**Run 1: a small window of the routed layout**

Region (35, 10) to (60, 35) um. Cells in gray, sequential cells in the stronger gray; small squares are vias.
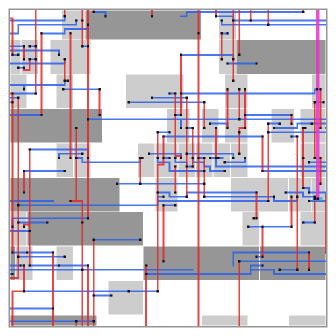
**Run 1: track usage over the die**

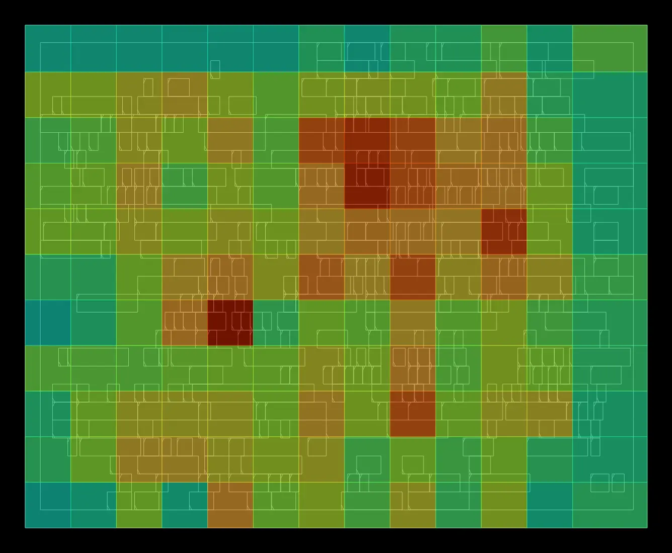
**Run 1: pin placement**

Scale: 4 px per um. Pins as bars across the die edge, other pins in gray.
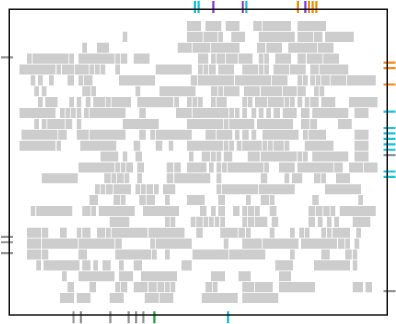
$ cat src/rtl/calc_result_display_if.sv
// Result bus between the calculator core (master) and the display
// consumer (slave): load strobe with its operand, plus the conversion
// status and the BCD result returned by the consumer.
interface calc_result_display_if;
    logic [7:0]  result_in;
    logic        load;
    logic        busy;
    logic        bcd_valid;
    logic [11:0] bcd_out;

    modport master (
        output result_in,
        output load,
        input  busy,
        input  bcd_valid,
        input  bcd_out
    );

    modport slave (
        input  result_in,
        input  load,
        output busy,
        output bcd_valid,
        output bcd_out
    );
endinterface

$ cat src/rtl/calc_result_display.sv
// Result display consumer: captures an 8-bit unsigned result on load,
// converts it to three BCD digits with a bit-serial double-dabble engine
// (one bit per clock), and time-multiplexes the digits onto a single
// 7-segment output with one-hot digit selects.
module calc_result_display #(
    parameter int REFRESH_DIV = 1024,  // cycles per digit, >= 2
    parameter bit BLANK_LZ    = 1'b1   // 1: blank leading zeros
) (
    input  logic                clk,
    input  logic                rst_n,
    calc_result_display_if.slave bus,
    output logic [6:0]          seg,
    output logic [2:0]          dig_sel
);

    localparam int CNT_W = (REFRESH_DIV > 2) ? $clog2(REFRESH_DIV) : 1;
    localparam logic [CNT_W-1:0] CNT_LAST = CNT_W'(REFRESH_DIV - 1);

    localparam logic [0:0] ST_IDLE = 1'b0;
    localparam logic [0:0] ST_CONV = 1'b1;

    // Conversion state
    logic [0:0]  state_reg;
    logic [7:0]  shift_reg;
    logic [11:0] scratch_reg;
    logic [2:0]  bit_cnt_reg;
    logic [11:0] bcd_out_reg;
    logic        bcd_valid_reg;

    // Display refresh state
    logic [CNT_W-1:0] refresh_cnt_reg;
    logic [1:0]       digit_idx_reg;

    // Double-dabble datapath
    logic [11:0] scratch_adj;
    logic [11:0] scratch_next;

    // Display datapath
    logic [3:0] digit_val;
    logic       digit_blank;

    function automatic logic [6:0] seg_code(input logic [3:0] d);
        logic [6:0] s;
        case (d)
            4'd0:    s = 7'h3F;
            4'd1:    s = 7'h06;
            4'd2:    s = 7'h5B;
            4'd3:    s = 7'h4F;
            4'd4:    s = 7'h66;
            4'd5:    s = 7'h6D;
            4'd6:    s = 7'h7D;
            4'd7:    s = 7'h07;
            4'd8:    s = 7'h7F;
            4'd9:    s = 7'h6F;
            default: s = 7'h00;
        endcase
        return s;
    endfunction

    // Add-3 correction: each BCD nibble >= 5 is biased before the shift so
    // that doubling carries correctly into the next decimal digit.
    genvar gi;
    generate
        for (gi = 0; gi < 3; gi++) begin : g_adj
            assign scratch_adj[gi*4 +: 4] = (scratch_reg[gi*4 +: 4] >= 4'd5)
                                          ? scratch_reg[gi*4 +: 4] + 4'd3
                                          : scratch_reg[gi*4 +: 4];
        end
    endgenerate

    // Shift the corrected scratch left, pulling in the next operand MSB.
    // The bit shifted out of the hundreds nibble is always zero for 0..255.
    assign scratch_next = (scratch_adj << 1) | {11'd0, shift_reg[7]};

    // Conversion FSM: capture on load in IDLE, eight shift steps in CONV,
    // publish the result on the last step.
    always_ff @(posedge clk or negedge rst_n) begin
        if (!rst_n) begin
            state_reg     <= ST_IDLE;
            shift_reg     <= 8'd0;
            scratch_reg   <= 12'd0;
            bit_cnt_reg   <= 3'd0;
            bcd_out_reg   <= 12'h000;
            bcd_valid_reg <= 1'b0;
        end else begin
            case (state_reg)
                ST_IDLE: begin
                    if (bus.load) begin
                        shift_reg   <= bus.result_in;
                        scratch_reg <= 12'd0;
                        bit_cnt_reg <= 3'd0;
                        state_reg   <= ST_CONV;
                    end
                end
                ST_CONV: begin
                    scratch_reg <= scratch_next;
                    shift_reg   <= shift_reg << 1;
                    bit_cnt_reg <= bit_cnt_reg + 3'd1;
                    if (bit_cnt_reg == 3'd7) begin
                        bcd_out_reg   <= scratch_next;
                        bcd_valid_reg <= 1'b1;
                        state_reg     <= ST_IDLE;
                    end
                end
                default: state_reg <= ST_IDLE;
            endcase
        end
    end

    // Free-running refresh divider; each wrap advances the shown digit.
    always_ff @(posedge clk or negedge rst_n) begin
        if (!rst_n) begin
            refresh_cnt_reg <= '0;
            digit_idx_reg   <= 2'd0;
        end else begin
            if (refresh_cnt_reg == CNT_LAST) begin
                refresh_cnt_reg <= '0;
                digit_idx_reg   <= (digit_idx_reg == 2'd2) ? 2'd0 : digit_idx_reg + 2'd1;
            end else begin
                refresh_cnt_reg <= refresh_cnt_reg + 1'b1;
            end
        end
    end

    // One-hot digit enable decoded from the digit index.
    generate
        for (gi = 0; gi < 3; gi++) begin : g_sel
            assign dig_sel[gi] = (digit_idx_reg == 2'(gi));
        end
    endgenerate

    // Pick the selected digit, apply leading-zero blanking, encode segments.
    always_comb begin
        digit_val   = bcd_out_reg[3:0];
        digit_blank = 1'b0;
        case (digit_idx_reg)
            2'd1: begin
                digit_val   = bcd_out_reg[7:4];
                digit_blank = BLANK_LZ && (bcd_out_reg[11:4] == 8'h00);
            end
            2'd2: begin
                digit_val   = bcd_out_reg[11:8];
                digit_blank = BLANK_LZ && (bcd_out_reg[11:8] == 4'h0);
            end
            default: begin
                digit_val   = bcd_out_reg[3:0];
                digit_blank = 1'b0;
            end
        endcase
        seg = digit_blank ? 7'h00 : seg_code(digit_val);
    end

    assign bus.busy      = (state_reg == ST_CONV);
    assign bus.bcd_valid = bcd_valid_reg;
    assign bus.bcd_out   = bcd_out_reg;

endmodule

$ cat src/flat_wrapper.sv
// flat-port wrapper written by rule: the top's interface ports become plain ports
module calc_result_display_flat 
#(
    parameter int REFRESH_DIV = 1024,                           
    parameter bit BLANK_LZ    = 1'b1                            
)
  (clk, rst_n, seg, dig_sel, bus_result_in, bus_load, bus_busy, bus_bcd_valid, bus_bcd_out);
  calc_result_display_if bus_i ();
  input  logic clk;
  input  logic rst_n;
  output logic [6:0] seg;
  output logic [2:0] dig_sel;
  input wire logic [$bits(bus_i.result_in)-1:0] bus_result_in;
  input wire logic [$bits(bus_i.load)-1:0] bus_load;
  output wire logic [$bits(bus_i.busy)-1:0] bus_busy;
  output wire logic [$bits(bus_i.bcd_valid)-1:0] bus_bcd_valid;
  output wire logic [$bits(bus_i.bcd_out)-1:0] bus_bcd_out;
  assign bus_i.result_in = bus_result_in;
  assign bus_i.load = bus_load;
  assign bus_busy = bus_i.busy;
  assign bus_bcd_valid = bus_i.bcd_valid;
  assign bus_bcd_out = bus_i.bcd_out;
  calc_result_display #(.REFRESH_DIV(REFRESH_DIV), .BLANK_LZ(BLANK_LZ)) u_core (.clk(clk), .rst_n(rst_n), .bus(bus_i), .seg(seg), .dig_sel(dig_sel));
endmodule
$ cat config.mk
export PLATFORM = sky130hd
export DESIGN_NAME = calc_result_display_flat
export DESIGN_NICKNAME = d
export VERILOG_FILES = /design/src/rtl/calc_result_display_if.sv /design/src/rtl/calc_result_display.sv /design/src/flat_wrapper.sv
export SDC_FILE = /design/constraint.sdc
export NUM_CORES = 1
export LEC_CHECK = 0
export ABC_AREA = 1
export CAP_MARGIN = 20
export CORE_ASPECT_RATIO = 0.8
export CORE_MARGIN = 2
export CORE_UTILIZATION = 41
export CTS_BUF_LIST = sky130_fd_sc_hd__clkbuf_4 sky130_fd_sc_hd__clkbuf_8
export CTS_CLUSTER_DIAMETER = 80
export DETAILED_ROUTE_END_ITERATION = 10
export PLACE_DENSITY = 0.58
export SLEW_MARGIN = 40
export SYNTH_ARGS = -nofsm -noshare
export SYNTH_HDL_FRONTEND = slang
export SYNTH_SLANG_ARGS = --single-unit
export TNS_END_PERCENT = 20
$ cat constraint.sdc
create_clock -name clk -period 2.55 [get_ports clk]
set_input_delay 0.3825 -clock clk [delete_from_list [all_inputs] [get_ports clk]]
set_output_delay 0.3825 -clock clk [all_outputs]
set_load 0.05 [all_outputs]
==> results.tsv, run 1 <==
metric	value	unit
netlist_instances	337	
fin_hold_ws	167	ps
fp_nets	366	
largest_area_cell	dfrtp_1	
routed_wl	6120	um
tightest_slew	607	ps
clkPwrFrac	0.096	
fp_util	0.420	
yosys_area	0.00266	mm2
nNetsFinal	413	
cts-root-buf	clkbuf_8	
switching_share	0.489	
io_buffers	34	
final-hold-violation-count	0	
required	2170	ps
finClkSkew	4.24	ps
antenna_found_initial	0	
grt_pass1_vias	2241	
status	completed	
period_used_share	0.988	
io_pins	35	
synth_seq_share	0.461	
area_leaders	dfrtp_1 46%, nand2_1 13%, ha_1 8.5%, inv_1 6.3%, nand3_1 5.3%	
clock_latency	300	ps
crit_path_start_kind	register	
synth_xor_xnor_area_share	0.0197	
die.size.y	76.1	um
fin_crit	2520	ps
fin_util	0.569	
area_growth	35.6	%
drt_first_pass_iters	4	
rows	26	
yosysWarningCount	0	
yosysUniqueCellTypes	25	
reg2reg_to	u_core.shift_reg[4]	
openroad.warnings	38	
p_leak	1.76	nW
dp_cells	453	
clock_path_buffers	2	
via_per_inst	4.88	
globalplace.congestion	0.920	
die_area	0.00716	mm2
switchingPower	2.36	mW
grt_max_degree	50	
logic_family	simple AND/OR/NAND/NOR gates	
drc	0	
grt_use_total	0.178	
post-place-ws	59.8	ps
power.density	1340	mW/mm2
reg2reg_from	u_core.bus.busy	
-- 'a small window of the routed layout' (at the start) --
legend:
  met4:
    color: magenta
  met1:
    color: blue
  met2:
    color: red
  met3:
    color: cyan
netlist names of flops here include: u_core.scratch_reg (4), u_core.bus.bcd_out (2)
sequential cells in the window: 7
cells with their middle in the window: 40
most frequent: nand2_1 (11), inv_1 (7), dfrtp_1 (7)

-- 'track usage over the die' (at the start) --
GR Util met1: 0.257
wire per inst: 13.0 um
Top Usage Layer GRT: met2

-- 'pin placement' (at the start) --
legend:
  seg:
    color: orange
    pins: 7
    direction: output
    edge: 4 top, 3 right
  bus_bcd_out:
    color: cyan
    pins: 12
    direction: output
    edge: 8 right, 3 top, 1 bottom
  dig_sel:
    color: purple
    pins: 3
    direction: output
    edge: top
  bus_busy:
    color: green
    pins: 1
    direction: output
    edge: bottom

-- run 1: cell usage in the layout (no fill, tap or decap) --
| cell | instances |
|---|---|
| nand2_1 | 81 |
| dfrtp_1 | 49 |
| inv_1 | 39 |
| clkdlybuf4s50_1 | 26 |
| nand3_1 | 25 |
| nor2_1 | 24 |
| o21ai_0 | 20 |
| o22ai_1 | 11 |
| ha_1 | 11 |
| nand2_4 | 8 |
| nor2_4 | 8 |
| nor2_2 | 7 |
| nor3_1 | 7 |
| buf_12 | 7 |
| buf_4 | 7 |
| ha_4 | 6 |
| nand2_2 | 5 |
| inv_2 | 5 |
| xor2_1 | 5 |
| clkbuf_8 | 5 |
| buf_6 | 5 |
| nand3_2 | 3 |
| inv_4 | 2 |
| nand2_8 | 2 |
| or2_2 | 2 |
| a22o_1 | 2 |
| clkinv_4 | 2 |
| nand3_4 | 1 |
| inv_6 | 1 |
| o21ai_2 | 1 |
| o21ai_1 | 1 |
| and3_1 | 1 |
| a31o_2 | 1 |
| xnor2_1 | 1 |
| nand4_1 | 1 |
| ha_2 | 1 |
| clkinv_2 | 1 |
| buf_2 | 1 |
-- run 1: Yosys cell counts (all sizes together) --
master  instances
or2             2
dfrtp          49
o22ai          11
o21ai          22
a22o            2
and3            1
nand2          96
nand3          29
buf             6
nor3            7
ha             18
nor2           39
xnor2           1
xor2            5
nand4           1
a31o            1
inv            47
-- run 1: cells by family (layout without fill, tap and decap cells) --
kind of cell               count (synthesis)  in the layout
and+or+nand+nor                          175            175
buffers and inverters                     53            101
DFF                                       49             49
AOI/OAI and AO/OA                         36             36
adders and majority gates                 18             18
xor gates and xnor gates                   6              6
-- run 1: timing repair --
item                                   in CTS  in global routing
setup endpoints to repair                   7                  7
pin swaps                                   2                 18
cloned                                      0                  0
endpoints found under the hold margin       0                  0
buffers inserted                            5                  3
gates resized                               9                 64
-- run 1: cell type report --
type | instances | area (um2)
tap | 84 | 105
inverter | 47 | 186
multi-input combinational | 235 | 1490
clock inverter | 3 | 22.5
sequential | 49 | 1230
fill | 558 | 2730
clock buffer | 5 | 68.8
timing repair buffer | 46 | 514
-- run 1: power by group through the flow --
stage,clock (mW),combinational [mW],sequential [mW]
2_1_floorplan,0,1.48,1.59
5_1_grt,0.512,3.38,1.32
6_report,0.463,3.08,1.28
3_5_place_dp,0,2.72,1.29
3_3_place_gp,0,2.70,1.29
4_1_cts,0.482,2.75,1.28
-- run 1: metal layers --
metal,wire [um],GRT usage,up-vias
met5,0,0,-
met2,2810,0.261,36
met4,106,0.0710,0
met3,163,0.0346,11
met1,3040,0.257,1080
li1,-,-,1160
-- run 1: metrics by stage --
stage                     area [um2]  TNS (ps)
final                           3610         0
after floorplan                 2670      -864
after global placement          3180         0
after CTS                       3340         0
after global routing            3610      -238
after detailed placement        3180         0
-- run 1: worst max-delay path, cell delays in order, from the launching register on --
cell,delay (ps)
dfrtp_1,400
inv_2,90
ha_4,350
buf_6,120
nand2_4,50
nand2_8,100
inv_6,50
ha_4,210
nor2_4,140
nor2_4,70
nor2_4,100
buf_12,140
## Run 2: what changed since run 1
--- a/config.mk
+++ b/config.mk
@@ -10,7 +10,7 @@
 export CORE_ASPECT_RATIO = 0.8
 export CORE_MARGIN = 2
 export CORE_UTILIZATION = 41
-export CTS_BUF_LIST = sky130_fd_sc_hd__clkbuf_4 sky130_fd_sc_hd__clkbuf_8
+export CTS_BUF_LIST = sky130_fd_sc_hd__clkbuf_8 sky130_fd_sc_hd__clkbuf_16
 export CTS_CLUSTER_DIAMETER = 80
 export DETAILED_ROUTE_END_ITERATION = 10
 export PLACE_DENSITY = 0.58
**Run 2: track usage over the die**

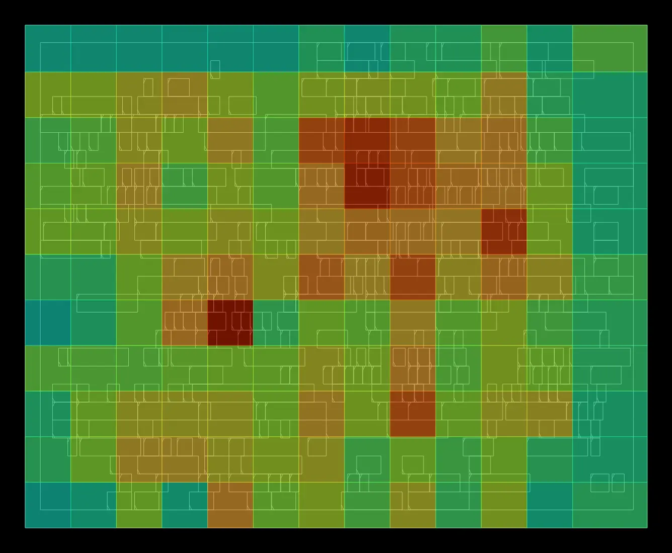
post-route core utilization: 0.569
met2 Track Usage GR: 0.261

**Run 2: sequential cells grouped by signal name**

Scale: 3 px per um. Other sequential cells in the stronger gray, the rest of the logic in the fainter gray.
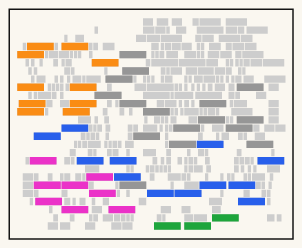
legend:
  u_core.scratch_reg:
    color: blue
    sequential_cells: 12
  u_core.bit_cnt_reg:
    color: green
    sequential_cells: 3
  u_core.shift_reg:
    color: magenta
    sequential_cells: 8
    where: lower left
  u_core.refresh_cnt_reg:
    color: orange
    sequential_cells: 10
not colored: 16

**Run 2: pin placement**

Scale: 4 px per um. Pins as bars across the die edge, other pins in gray.
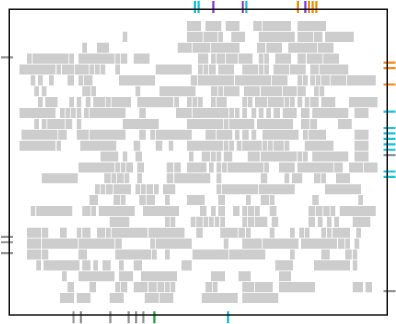
legend:
  dig_sel:
    color: purple
    pins: 3
    direction: output
    edge: top
  seg:
    color: orange
    pins: 7
    direction: output
    edge: 4 top, 3 right
  bus_busy:
    color: green
    pins: 1
    direction: output
    edge: bottom
  bus_bcd_out:
    color: cyan
    pins: 12
    direction: output
    edge: 8 right, 3 top, 1 bottom
all pins by edge: 13 right, 10 top, 8 bottom, 4 left

==> results.tsv, run 2 <==
metric	value	unit
final.fill_count	558	
power.density	1340	mW/mm2
fin_hold_ws	167	ps
area_leaders	dfrtp_1 46%, nand2_1 13%, ha_1 8.5%, inv_1 6.3%, nand3_1 5.3%	
io_pins	35	
reg2reg_from	u_core.bus.busy	
worstPathCellList	inv_2 > ha_4 > buf_6 > nand2_4 > nand2_8 > inv_6 > ha_4 > nor2_4 > nor2_4 > nor2_4 > buf_12	
dp_cells	453	
cpMaxStageDelayCell	dfrtp_1	
grt_max_degree	50	
via_per_inst	4.88	
fp_util	0.420	
common_cells	93 x nand2_1, 49 x dfrtp_1, 45 x inv_1	
die_area	0.00716	mm2
routed_wl	6120	um
yosysWarningCount	0	
netlist_instances	337	
io_buffers	34	
fp_nets	366	
nNetsFinal	413	
async_flop_share	1.00	
tightest_slew	607	ps
die.size.y	76.1	um
path_common_cell	nor2_4	
drt_first_pass_iters	4	
cp_top_family	adder cells	
flop_cell	dfrtp_1	
finClkSkew	4.24	ps
cp_num_buf_inv	4	
status	completed	
final-hold-violation-count	0	
final_common_cell	nand2_1	
drc	0	
area_growth	35.6	%
grt_pass1_vias	2241	
period_used_share	0.988	
required	2170	ps
final_cell_mix	81 x nand2_1, 49 x dfrtp_1, 39 x inv_1	
reg2reg_to	u_core.shift_reg[4]	
globalplace.congestion	0.920	
grt_use_total	0.178	
largest_area_cell	dfrtp_1	
antenna_found_initial	0	
[run 2: cell counts after synthesis]
No cell type changed its count.
[run 2: power breakdown]
part / total, mW / leakage [nW] / switching [mW] / internal (mW)
combinational: 3.08 / 1.11 / 1.87 / 1.20
clock: 0.463 / 0.0481 / 0.268 / 0.195
sequential: 1.28 / 0.604 / 0.218 / 1.07
[run 2: cells by family after synthesis]
logic type,synth area share
simple gates,0.279
buf+inv,0.0794
flops,0.461
compound gates,0.0771
fa+ha+maj,0.0846
xor+xnor,0.0197
[run 2: repair_timing]
item,4_1_cts,5_1_grt
setup buffers,5,3
pin swaps,2,18
hold buffers,0,0
gates resized,9,64
endpoints found under the setup margin,7,7
endpoints found under the hold margin,0,0
[run 2: per-layer routing]
metal  global-route usage  wire length, um  part of all wire
met5                    0                0                 0
met4               0.0710              106             0.017
met3               0.0346              163             0.027
met2                0.261             2810              0.46
met1                0.257             3040              0.50
[run 2: layout make-up]
| class | instances | area [um2] | area share |
|---|---|---|---|
| flip-flops and latches | 49 | 1230 | 0.340 |
| repair buffers | 46 | 514 | 0.142 |
| clock buffers | 5 | 68.8 | 0.0191 |
| well taps | 84 | 105 | 0.0291 |
| multi-input cells | 235 | 1490 | 0.412 |
| clock inverters | 3 | 22.5 | 0.00624 |
| inverters | 47 | 186 | 0.0516 |
[run 2: per-stage QoR]
step                instance area (um2)  worst slack, ps  setup TNS, ps
floorplan                          2670             -212           -864
global placement                   3180              128              0
detailed placement                 3180             59.8              0
CTS                                3340             5.85              0
global route                       3610            -58.0           -238
finish                             3610             29.8              0
[run 2: worst min path at each step]
stage	startpoint	end	slack (ps)
floorplan	rst_n	u_core.bit_cnt_reg[0]	90
global placement	u_core.bus.bcd_valid	u_core.bus.bcd_valid	450
detailed placement	u_core.bus.bcd_valid	u_core.bus.bcd_valid	460
CTS	rst_n	u_core.bit_cnt_reg[2]	190
global route	rst_n	u_core.scratch_reg[4]	240
finish	rst_n	u_core.bit_cnt_reg[0]	170
[run 2: worst register-to-register path, cell delays in order (launching register included)]
cell	delay (ps)
dfrtp_1	400
buf_4	220
nor2_2	370
inv_2	230
o22ai_1	190
nor2_1	60
**Run 2: a small window of the routed layout**

Region (35, 10) to (60, 35) um. Cells in gray, sequential cells in the stronger gray; small squares are vias.
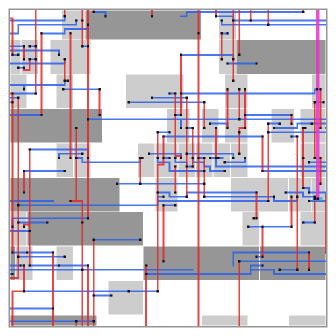

## Run 3: what changed since run 2
--- a/config.mk
+++ b/config.mk
@@ -7,13 +7,12 @@
 export LEC_CHECK = 0
 export ABC_AREA = 1
 export CAP_MARGIN = 20
-export CORE_ASPECT_RATIO = 0.8
+export CORE_ASPECT_RATIO = 0.5
 export CORE_MARGIN = 2
 export CORE_UTILIZATION = 41
 export CTS_BUF_LIST = sky130_fd_sc_hd__clkbuf_8 sky130_fd_sc_hd__clkbuf_16
 export CTS_CLUSTER_DIAMETER = 80
 export DETAILED_ROUTE_END_ITERATION = 10
-export PLACE_DENSITY = 0.58
 export SLEW_MARGIN = 40
 export SYNTH_ARGS = -nofsm -noshare
 export SYNTH_HDL_FRONTEND = slang
**Run 3: a small window of the routed layout**

Region (46, 6) to (71, 31) um. Cells in gray, sequential cells in the stronger gray; small squares are vias.
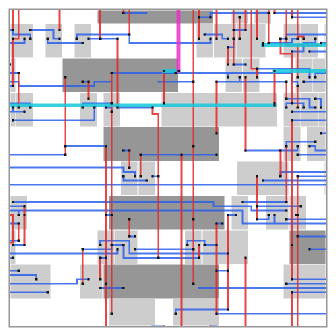
legend:
  met4:
    color: magenta
  met1:
    color: blue
  met3:
    color: cyan
  met2:
    color: red
netlist names of flops here include: u_core.bus.bcd_out (4)
cells with their middle in the window: 40
most frequent: nand2_1 (16)
sequential cells in the window: 4

**Run 3: sequential cells grouped by signal name**

Scale: 3 px per um. Other sequential cells in the stronger gray, the rest of the logic in the fainter gray.
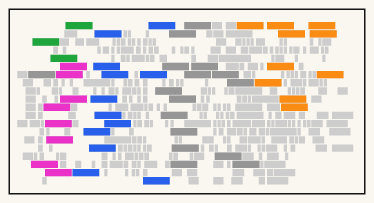
legend:
  u_core.shift_reg:
    color: magenta
    sequential_cells: 8
  u_core.refresh_cnt_reg:
    color: orange
    sequential_cells: 10
  u_core.scratch_reg:
    color: blue
    sequential_cells: 12
  u_core.bit_cnt_reg:
    color: green
    sequential_cells: 3
not colored: 16

==> results.tsv, run 3 <==
metric	value	unit
fp_util	0.431	
cts-root-buf	clkbuf_16	
fin_crit	2510	ps
fin_util	0.575	
regArea	0.00123	mm2
clock_latency	290	ps
fin_tns_setup	0	ps
die_area	0.00719	mm2
p_leak	1.74	nW
status	completed	
fmax	0.399	GHz
post-place-ws	140	ps
area_growth	33.5	%
rows	20	
logic_family	simple AND/OR/NAND/NOR gates	
fin_ws	41.6	ps
fp_nets	366	
reg2reg_from	u_core.bit_cnt_reg[0]	
combGateArea	0.00141	mm2
cts_tree	built	
synth_xor_xnor_area_share	0.0197	
dp_cells	458	
tightest_slew	632	ps
drc	0	
antennaDiodeCount	0	
io_pins	35	
grt_max_degree	29	
common_cells	93 x nand2_1, 49 x dfrtp_1, 45 x inv_1	
die.size.y	61.0	um
finClkSkew	7.26	ps
final_area	0.00355	mm2
required	2170	ps
synth-simple-area-share	0.279	
grt_use_total	0.167	
grt_pass1_vias	2003	
via_per_inst	4.84	
synth-edff-count	0	
nNetsFinal	409	
wl_per_cell	12.5	um
final-hold-violation-count	0	
power.density	1390	mW/mm2
final_cell_mix	86 x nand2_1, 49 x dfrtp_1, 41 x inv_1	
drt_first_pass_iters	4	
crit_path_start	u_core.digit_idx_reg[0]	
final.fill_count	573	
yosys_area	0.00266	mm2
ir_drop	0.772	mV
crit_path_start_kind	register	
routed_wl	5850	um
antenna_found_initial	0	
globalplace.congestion	0.885	
final_common_cell	nand2_1	
netlist_instances	337	
flop_cell	dfrtp_1	
yosysWarningCount	0	
async_flop_share	1.00	
place_area	0.00319	mm2
yosysUniqueCellTypes	25	
clock_path_buffers	2	
adder_share	0.0846	
largest_area_cell	dfrtp_1	
drive_gt1_frac	0.168	
io_buffers	34	
yosysMostFrequentCell	nand2_1	
synth_seq_share	0.461	
period_used_share	0.984	
ys_sh_mux	0	
**Run 3: pin placement**

Scale: 6 px per um. Pins as bars across the die edge, other pins in gray.
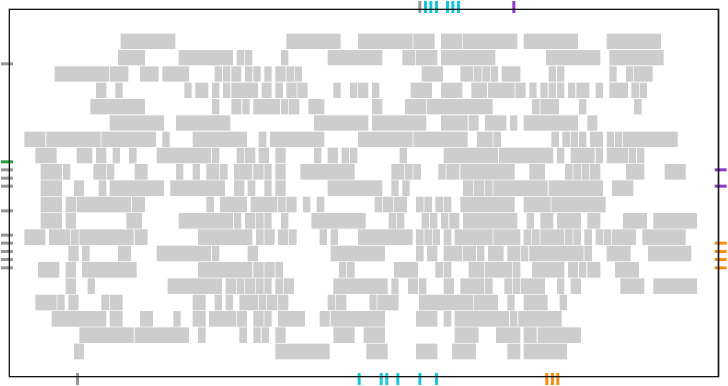
legend:
  bus_busy:
    color: green
    pins: 1
    direction: output
    edge: left
  seg:
    color: orange
    pins: 7
    direction: output
    edge: 4 right, 3 bottom
  bus_bcd_out:
    color: cyan
    pins: 12
    direction: output
    edge: 6 bottom, 6 top
  dig_sel:
    color: purple
    pins: 3
    direction: output
    edge: 2 right, 1 top

[run 3: cell counts after synthesis]
No cell type changed its count.
[run 3: cell type report]
type / instances / share of cell area
flip-flops and latches: 49 / 0.345
clock inverters: 2 / 0.00986
inverters: 47 / 0.0517
well taps: 88 / 0.0310
multi-input cells: 235 / 0.396
repair buffers: 42 / 0.131
clock buffers: 5 / 0.0352
[run 3: per-layer routing]
layer | track usage | wire (um) | part of all wire
met1 | 0.219 | 2890 | 0.49
met4 | 0.0620 | 40 | 0.0068
met5 | 0 | 0 | 0
met2 | 0.272 | 2640 | 0.45
met3 | 0.0461 | 279 | 0.048
[run 3: cell families (layout without fill, tap and decap cells)]
logic type | count (synthesis) | after routing
AND/OR/NAND/NOR | 175 | 175
buffers and inverters | 53 | 96
AND-OR/OR-AND | 36 | 36
flip-flops | 49 | 49
XOR/XNOR | 6 | 6
adder cells (fa/ha/maj) | 18 | 18
[run 3: worst max-delay path: stages (launching register included)]
cell	delay, ps
dfrtp_1	440
inv_2	100
ha_4	340
inv_4	60
buf_4	160
nand2_4	80
nand2_4	80
nand2_1	80
nand2_1	80
nand2_4	190
nor2_2	70
buf_12	150
[run 3: what timing repair did]
action | CTS | global route
setup endpoints to repair | 7 | 7
setup buffers | 0 | 3
gates resized | 9 | 38
hold buffers | 0 | 0
pin swaps | 1 | 12
[run 3: final timing paths]
| path | to | depth (start not counted) |
|---|---|---|
| worst min register to register | u_core.bus.bcd_valid | 1 |
| worst min-delay path | u_core.scratch_reg[3] | 1 |
| min in group clk | u_core.bus.bcd_valid | 1 |
| worst max-delay path | seg[3] | 11 |
| worst max register to register | u_core.bus.bcd_valid | 5 |
| max in group asynchronous | u_core.refresh_cnt_reg[3] | 2 |
[run 3: through the flow]
step,hold slack [ps],power [mW]
finish,112,4.94
global route,164,5.27
CTS,126,4.78
detailed placement,440,4.00
global placement,426,3.94
floorplan,86.9,3.06
[run 3: power by group]
part / internal (mW) / switching [mW] / leakage, nW
logic: 1.13 / 1.81 / 1.05
registers: 1.07 / 0.203 / 0.604
clock network: 0.456 / 0.281 / 0.0797
total: 2.65 / 2.29 / 1.74
Power is estimated from default activity; no workload was simulated.
